Run 1, the metal 1 layer:
The bar under the picture is 20 um long. Supply wires on this layer in gray.
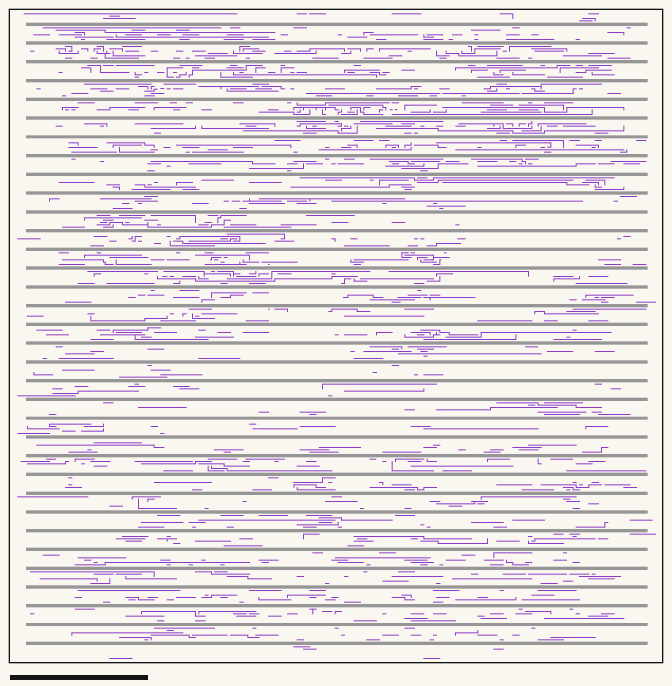
Run 1, M2 wires:
Cells faint in the background.
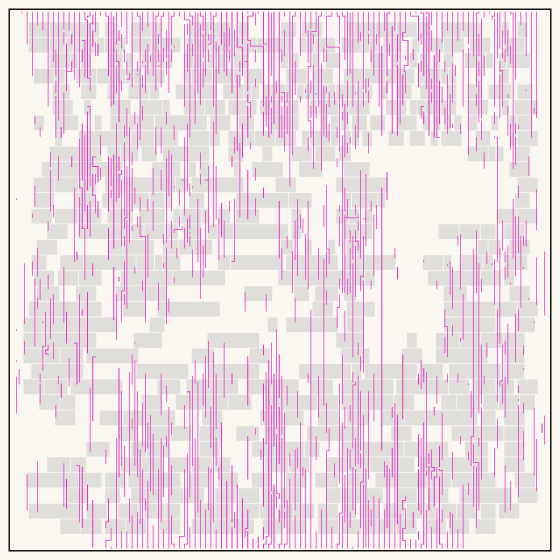
Run 1, signal wires on met3:
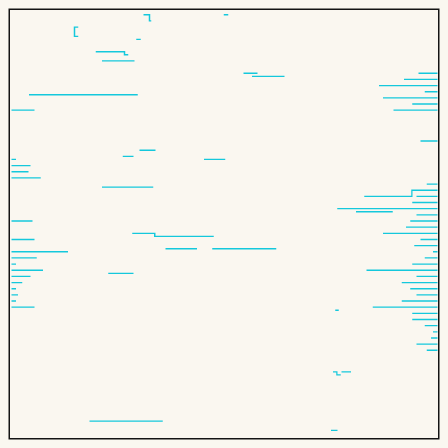
Run 1, M4 wires:
The bar under the picture is 20 um long. Supply wires on this layer in gray.
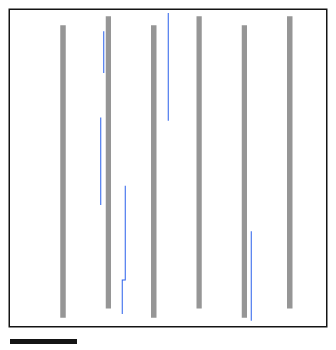
[src/rtl/dmem_port_arbiter.sv]
`default_nettype none
// ============================================================================
// Module   : dmem_port_arbiter
// Purpose  : Shares the single-port data memory between the pipeline MEM
//            stage (CPU) and an external host port. The CPU has priority.
//            The host runs fixed-length bursts. A starvation guard
//            force-grants the host after STARVE_LIMIT contended idle cycles.
//            Every burst is followed by one GAP cycle, which leaves the CPU
//            an unstalled slot.
// Ports    : clk, rst_n          - clock (rising edge), async active-low reset
//            cpu_*_i / cpu_*_o   - MEM-stage request, store data, load data, stall
//            host_*_i / host_*_o - burst request, per-beat data, read data,
//                                  beat strobe and done pulse
//            mem_*_o / mem_*_i   - DATA_MEM write enable, address, write data,
//                                  read data (combinational read)
// Revision : 1.0 - initial release
// ============================================================================
module dmem_port_arbiter #(
  parameter int AW           = 5,
  parameter int DW           = 32,
  parameter int LW           = 3,
  parameter int STARVE_LIMIT = 4
) (
  input  logic          clk,
  input  logic          rst_n,
  input  logic          cpu_req_i,
  input  logic          cpu_we_i,
  input  logic [AW-1:0] cpu_addr_i,
  input  logic [DW-1:0] cpu_wdata_i,
  output logic [DW-1:0] cpu_rdata_o,
  output logic          cpu_stall_o,
  input  logic          host_req_i,
  input  logic          host_we_i,
  input  logic [AW-1:0] host_addr_i,
  input  logic [LW-1:0] host_len_i,
  input  logic [DW-1:0] host_wdata_i,
  output logic          host_beat_o,
  output logic [DW-1:0] host_rdata_o,
  output logic          host_rvalid_o,
  output logic          host_done_o,
  output logic          mem_we_o,
  output logic [AW-1:0] mem_addr_o,
  output logic [DW-1:0] mem_wdata_o,
  input  logic [DW-1:0] mem_rdata_i
);

  localparam int SW = $clog2(STARVE_LIMIT + 1);
  localparam logic [SW-1:0] STARVE_MAX = SW'(STARVE_LIMIT);

  typedef enum logic [1:0] {
    IDLE = 2'd0,
    HOST = 2'd1,
    GAP  = 2'd2
  } state_t;

  state_t        state_q,  state_d;
  logic [SW-1:0] starve_q, starve_d;
  logic [LW-1:0] beat_q,   beat_d;
  logic [LW-1:0] len_q,    len_d;
  logic [AW-1:0] addr_q,   addr_d;
  logic          we_q,     we_d;
  logic [DW-1:0] rdata_q,  rdata_d;
  logic          rvalid_q, rvalid_d;
  logic          done_q,   done_d;
  logic          grant;

  always_ff @(posedge clk or negedge rst_n) begin
    if (!rst_n) begin
      state_q  <= IDLE;
      starve_q <= '0;
      beat_q   <= '0;
      len_q    <= '0;
      addr_q   <= '0;
      we_q     <= 1'b0;
      rdata_q  <= '0;
      rvalid_q <= 1'b0;
      done_q   <= 1'b0;
    end else begin
      state_q  <= state_d;
      starve_q <= starve_d;
      beat_q   <= beat_d;
      len_q    <= len_d;
      addr_q   <= addr_d;
      we_q     <= we_d;
      rdata_q  <= rdata_d;
      rvalid_q <= rvalid_d;
      done_q   <= done_d;
    end
  end

  always_comb begin
    state_d     = state_q;
    starve_d    = starve_q;
    beat_d      = beat_q;
    len_d       = len_q;
    addr_d      = addr_q;
    we_d        = we_q;
    rdata_d     = rdata_q;
    rvalid_d    = 1'b0;
    done_d      = 1'b0;
    grant       = 1'b0;
    // The CPU owns the memory outside HOST. The write enable is gated with
    // reset so that no store can reach memory while the block is held in reset.
    mem_we_o    = cpu_req_i & cpu_we_i & rst_n;
    mem_addr_o  = cpu_addr_i;
    mem_wdata_o = cpu_wdata_i;
    cpu_stall_o = 1'b0;
    host_beat_o = 1'b0;

    case (state_q)
      IDLE: begin
        grant = host_req_i & (~cpu_req_i | (starve_q == STARVE_MAX));
        if (grant) begin
          // The CPU access in this cycle is still served by the default mux.
          state_d  = HOST;
          starve_d = '0;
          beat_d   = '0;
          len_d    = host_len_i;
          addr_d   = host_addr_i;
          we_d     = host_we_i;
        end else if (!host_req_i) begin
          starve_d = '0;
        end else if (starve_q != STARVE_MAX) begin
          // A pending host request without a grant means the CPU is contending.
          starve_d = starve_q + 1'b1;
        end
      end

      HOST: begin
        host_beat_o = 1'b1;
        cpu_stall_o = cpu_req_i;
        mem_we_o    = we_q;
        mem_addr_o  = addr_q + AW'(beat_q);   // wraps modulo 2^AW
        mem_wdata_o = host_wdata_i;
        rvalid_d    = ~we_q;
        if (!we_q) begin
          rdata_d = mem_rdata_i;
        end
        if (beat_q == len_q) begin
          state_d = GAP;
          done_d  = 1'b1;
        end else begin
          beat_d = beat_q + 1'b1;
        end
      end

      GAP: begin
        // host_req_i is deliberately not looked at here.
        state_d = IDLE;
      end

      default: begin
        state_d = IDLE;
      end
    endcase
  end

  assign cpu_rdata_o   = mem_rdata_i;
  assign host_rdata_o  = rdata_q;
  assign host_rvalid_o = rvalid_q;
  assign host_done_o   = done_q;

endmodule
`default_nettype wire

[config.mk]
export PLATFORM = sky130hd
export DESIGN_NAME = dmem_port_arbiter
export DESIGN_NICKNAME = d
export VERILOG_FILES = /design/src/rtl/dmem_port_arbiter.sv
export SDC_FILE = /design/constraint.sdc
export NUM_CORES = 1
export LEC_CHECK = 0
export CORE_MARGIN = 2
export CORE_UTILIZATION = 35
export CTS_BUF_LIST = sky130_fd_sc_hd__clkbuf_8
export DETAILED_ROUTE_END_ITERATION = 16
export GPL_TIMING_DRIVEN = 0
export PLACE_DENSITY = 0.9
export SYNTH_ARGS = -nofsm -noshare
export SYNTH_HDL_FRONTEND = slang
export SYNTH_SLANG_ARGS = --single-unit
[constraint.sdc]
create_clock -name clk -period 2.1 [get_ports clk]
set_input_delay 0.315 -clock clk [delete_from_list [all_inputs] [get_ports clk]]
set_output_delay 0.315 -clock clk [all_outputs]
set_load 0.05 [all_outputs]
==> impl_metrics.json, run 1 <==
{
  "max_freq_mhz": 450,
  "antenna_found_initial": 0,
  "netlist_area_mm2": 0.00287,
  "wl_met1_um": 3720,
  "synth_adder_area_share": 0.0331,
  "synth-async-reset-ratio": 1.00,
  "netlist.top_cell.by_area": "dfrtp_1",
  "r2r_start": "starve_q[0]",
  "finalWorstSetupSlack_ps": -124,
  "fill_cells": 682,
  "comb_cells": 199,
  "num_tap_cells": 105,
  "fp_util": 0.355,
  "crit_slowest_cell": "dfrtp_1",
  "cp.arrival_ps": 1910,
  "min_period_ps": 2220,
  "drv_slew": 0,
  "synthesis.instances": 302,
  "maxCapViolCount": 0,
  "path_clk_slew_ps": 90,
  "p_int_w": 0.00444,
  "violations": "negative setup slack",
  "ios": 221,
  "critPathLaunch": "beat_q[0]",
  "status": "finished with violations",
  "netlist.area_leader.share": 0.445,
  "top_cell": "nand2_1",
  "worst_hold_slack_ps": 28.8,
  "p_leak_nw": 2.48,
  "place_inst": 628,
  "ys_seq_share": 0.445,
  "slowest_delay_ps": 370,
  "root_buffer": "clkbuf_8",
  "setup_viol": 2,
  "wl_met3_um": 448
}
Notes on 'the metal 1 layer' above:
nets with wire on the layer	571
share of all routed wire	39%
wire length on this layer	3720 um
main direction	horizontal

Notes on 'M2 wires' above:
nets with wire on the layer	583
main direction	vertical

Notes on 'signal wires on met3' above:
wire length on this layer	448 um
nets with wire on the layer	69

Notes on 'M4 wires' above:
nets with wire on the layer	5
share of all routed wire	1.4%
longest straight run	32.0 um
wire length on this layer	136 um
main direction	vertical

Run 1, congestion heat map:
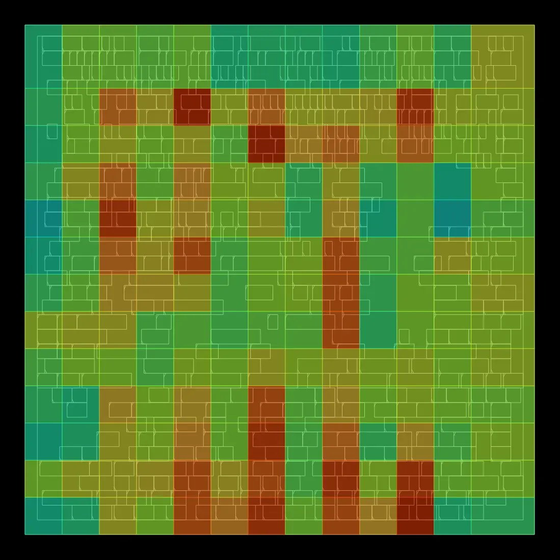

--- run 2 (diff from run 1) ---
--- a/config.mk
+++ b/config.mk
@@ -5,12 +5,14 @@
 export SDC_FILE = /design/constraint.sdc
 export NUM_CORES = 1
 export LEC_CHECK = 0
+export CELL_PAD_IN_SITES_DETAIL_PLACEMENT = 2
+export CELL_PAD_IN_SITES_GLOBAL_PLACEMENT = 2
 export CORE_MARGIN = 2
-export CORE_UTILIZATION = 35
+export CORE_UTILIZATION = 18
 export CTS_BUF_LIST = sky130_fd_sc_hd__clkbuf_8
 export DETAILED_ROUTE_END_ITERATION = 16
 export GPL_TIMING_DRIVEN = 0
-export PLACE_DENSITY = 0.9
+export PLACE_DENSITY = 0.88
 export SYNTH_ARGS = -nofsm -noshare
 export SYNTH_HDL_FRONTEND = slang
 export SYNTH_SLANG_ARGS = --single-unit
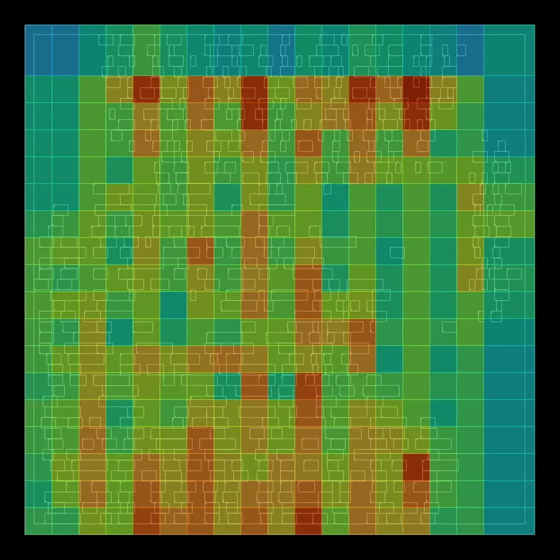
Run 2: congestion heat map
GRT busiest layer: met2
Core Util, Final: 0.349
routed len/inst: 16.3 um
met2 track demand over resource: 0.283

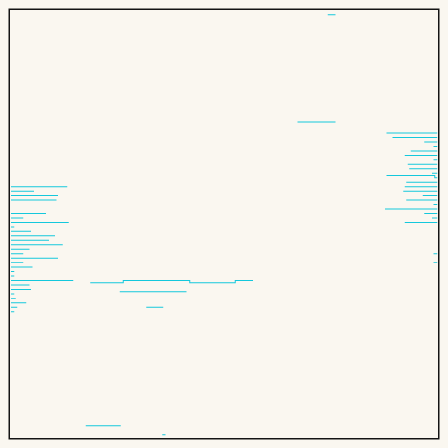
Run 2: signal wires on met3
nets with wire on the layer	54
main direction	horizontal
share of all routed wire	3.8%

==> run 2 against run 1 <==
  * The flow finishes with violations (negative hold slack, negative setup slack)
  * Fmax fell by 1.5%
  * Register-to-register slack improved by 90 ps
  * Final cell count rose by 18%
  * Critical path depth rose by 1
  * Clock-buffer cell count fell by 1
  * Wire length rose by 29%
  * Via count rose by 1.1%
  * Cell area rose by 2.5%
  * Critical endpoint is now mem_addr_o[4]
  * Largest power group unchanged
==> impl_metrics.json, run 2 <==
{
  "status": "finished with violations",
  "violations": "negative hold slack, negative setup slack",
  "netlist.area_leader.share": 0.445,
  "path_clk_slew_ps": 100,
  "critical_path_depth": 8,
  "cts_buffers": 5,
  "place_inst": 739,
  "antenna_found_initial": 0,
  "fill_cells": 1760,
  "netlist.top_cell.by_area": "dfrtp_1",
  "ys_seq_share": 0.445,
  "cp-start-kind": "flop",
  "r2r_start": "starve_q[0]",
  "cp.arrival_ps": 1940,
  "num_tap_cells": 216,
  "drv_slew": 0,
  "largest_register_ff_count": 32,
  "finalWorstSetupSlack_ps": -158,
  "max_freq_mhz": 443,
  "clock_area_frac": 0.0155,
  "netlist_area_mm2": 0.00287,
  "synthesis.instances": 302,
  "p_leak_nw": 2.48,
  "setup_viol": 2,
  "final_area_mm2": 0.00548,
  "slowest_delay_ps": 410,
  "critPathLaunch": "addr_q[0]",
  "worst_hold_slack_ps": -2.31,
  "crit_slowest_cell": "dfrtp_1",
  "dr.pass1.iters": 2,
  "finalSetupTns_ps": -186,
  "min_period_ps": 2260,
  "vias": 2971,
  "hold_viol": 2,
  "path_delay_family": "adder cells",
  "comb_cells": 199,
  "maxCapViolCount": 0,
  "post_drt_via_cell_ratio": 3.94,
  "root_buffer": "clkbuf_8",
  "p_int_w": 0.00431,
  "top_cell": "nand2_1",
  "fp_util": 0.183,
  "wl_met1_um": 4290
}
--- run 3 (diff from run 2) ---
--- a/config.mk
+++ b/config.mk
@@ -5,12 +5,14 @@
 export SDC_FILE = /design/constraint.sdc
 export NUM_CORES = 1
 export LEC_CHECK = 0
+export ABC_CLOCK_PERIOD_IN_PS = 2100
 export CELL_PAD_IN_SITES_DETAIL_PLACEMENT = 2
 export CELL_PAD_IN_SITES_GLOBAL_PLACEMENT = 2
 export CORE_MARGIN = 2
 export CORE_UTILIZATION = 18
 export CTS_BUF_LIST = sky130_fd_sc_hd__clkbuf_8
 export DETAILED_ROUTE_END_ITERATION = 16
+export GPL_ROUTABILITY_DRIVEN = 0
 export GPL_TIMING_DRIVEN = 0
 export PLACE_DENSITY = 0.88
 export SYNTH_ARGS = -nofsm -noshare
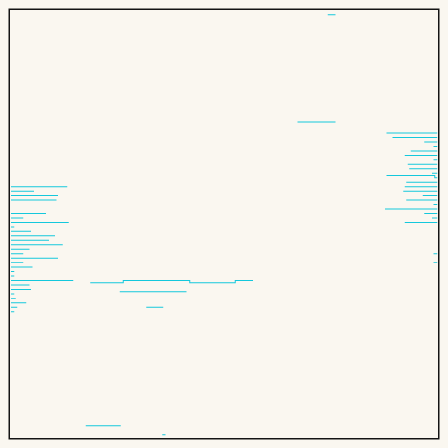
Run 3: signal wires on met3
wire length on this layer	460 um
share of all routed wire	3.8%
main direction	horizontal
nets with wire on the layer	54

==> run 3 against run 2 <==
  * The run still ends with negative hold slack, negative setup slack left
  * Wire length unchanged
  * Die area unchanged
  * Final cell count unchanged
  * Combinational power about the same
  * Worst hold slack unchanged
  * Sequential power about the same
  * Critical endpoint unchanged
==> impl_metrics.json, run 3 <==
{
  "ys_seq_share": 0.445,
  "post_drt_via_cell_ratio": 3.94,
  "crit_slowest_cell": "dfrtp_1",
  "worst_hold_slack_ps": -2.31,
  "slowest_delay_ps": 410,
  "cp.arrival_ps": 1940,
  "largest_register_ff_count": 32,
  "root_buffer": "clkbuf_8",
  "status": "finished with violations",
  "grt_util_met2": 0.283,
  "place_inst": 739,
  "cts_buffers": 5,
  "max_freq_mhz": 443,
  "final_area_mm2": 0.00548,
  "critical_path_depth": 8,
  "r2r_start": "starve_q[0]",
  "drv_slew": 0,
  "violations": "negative hold slack, negative setup slack",
  "synthesis.instances": 302,
  "fp_util": 0.183,
  "path_clk_slew_ps": 100,
  "routedWlPerCell_um": 16.3,
  "top_cell": "nand2_1",
  "vias": 2971,
  "finalWorstSetupSlack_ps": -158,
  "hold_viol": 2,
  "cp-start-kind": "flop",
  "min_period_ps": 2260,
  "setup_viol": 2
}
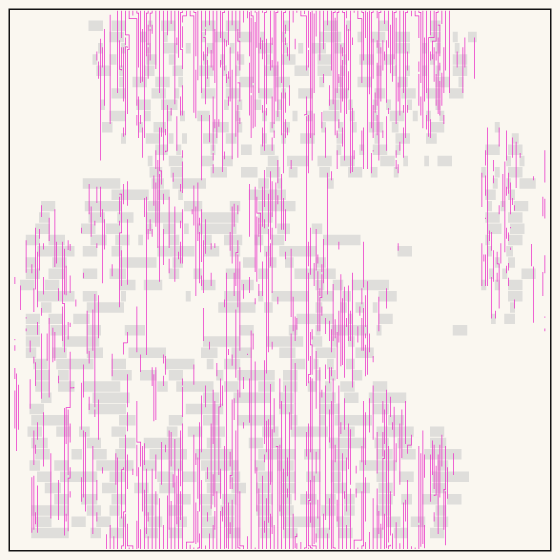
Run 3: M2 wires
Cells faint in the background.
nets with wire on the layer	619
wire length on this layer	7420 um
longest straight run	66.3 um

No activity file was given, so power comes from the tool's default toggle rates.
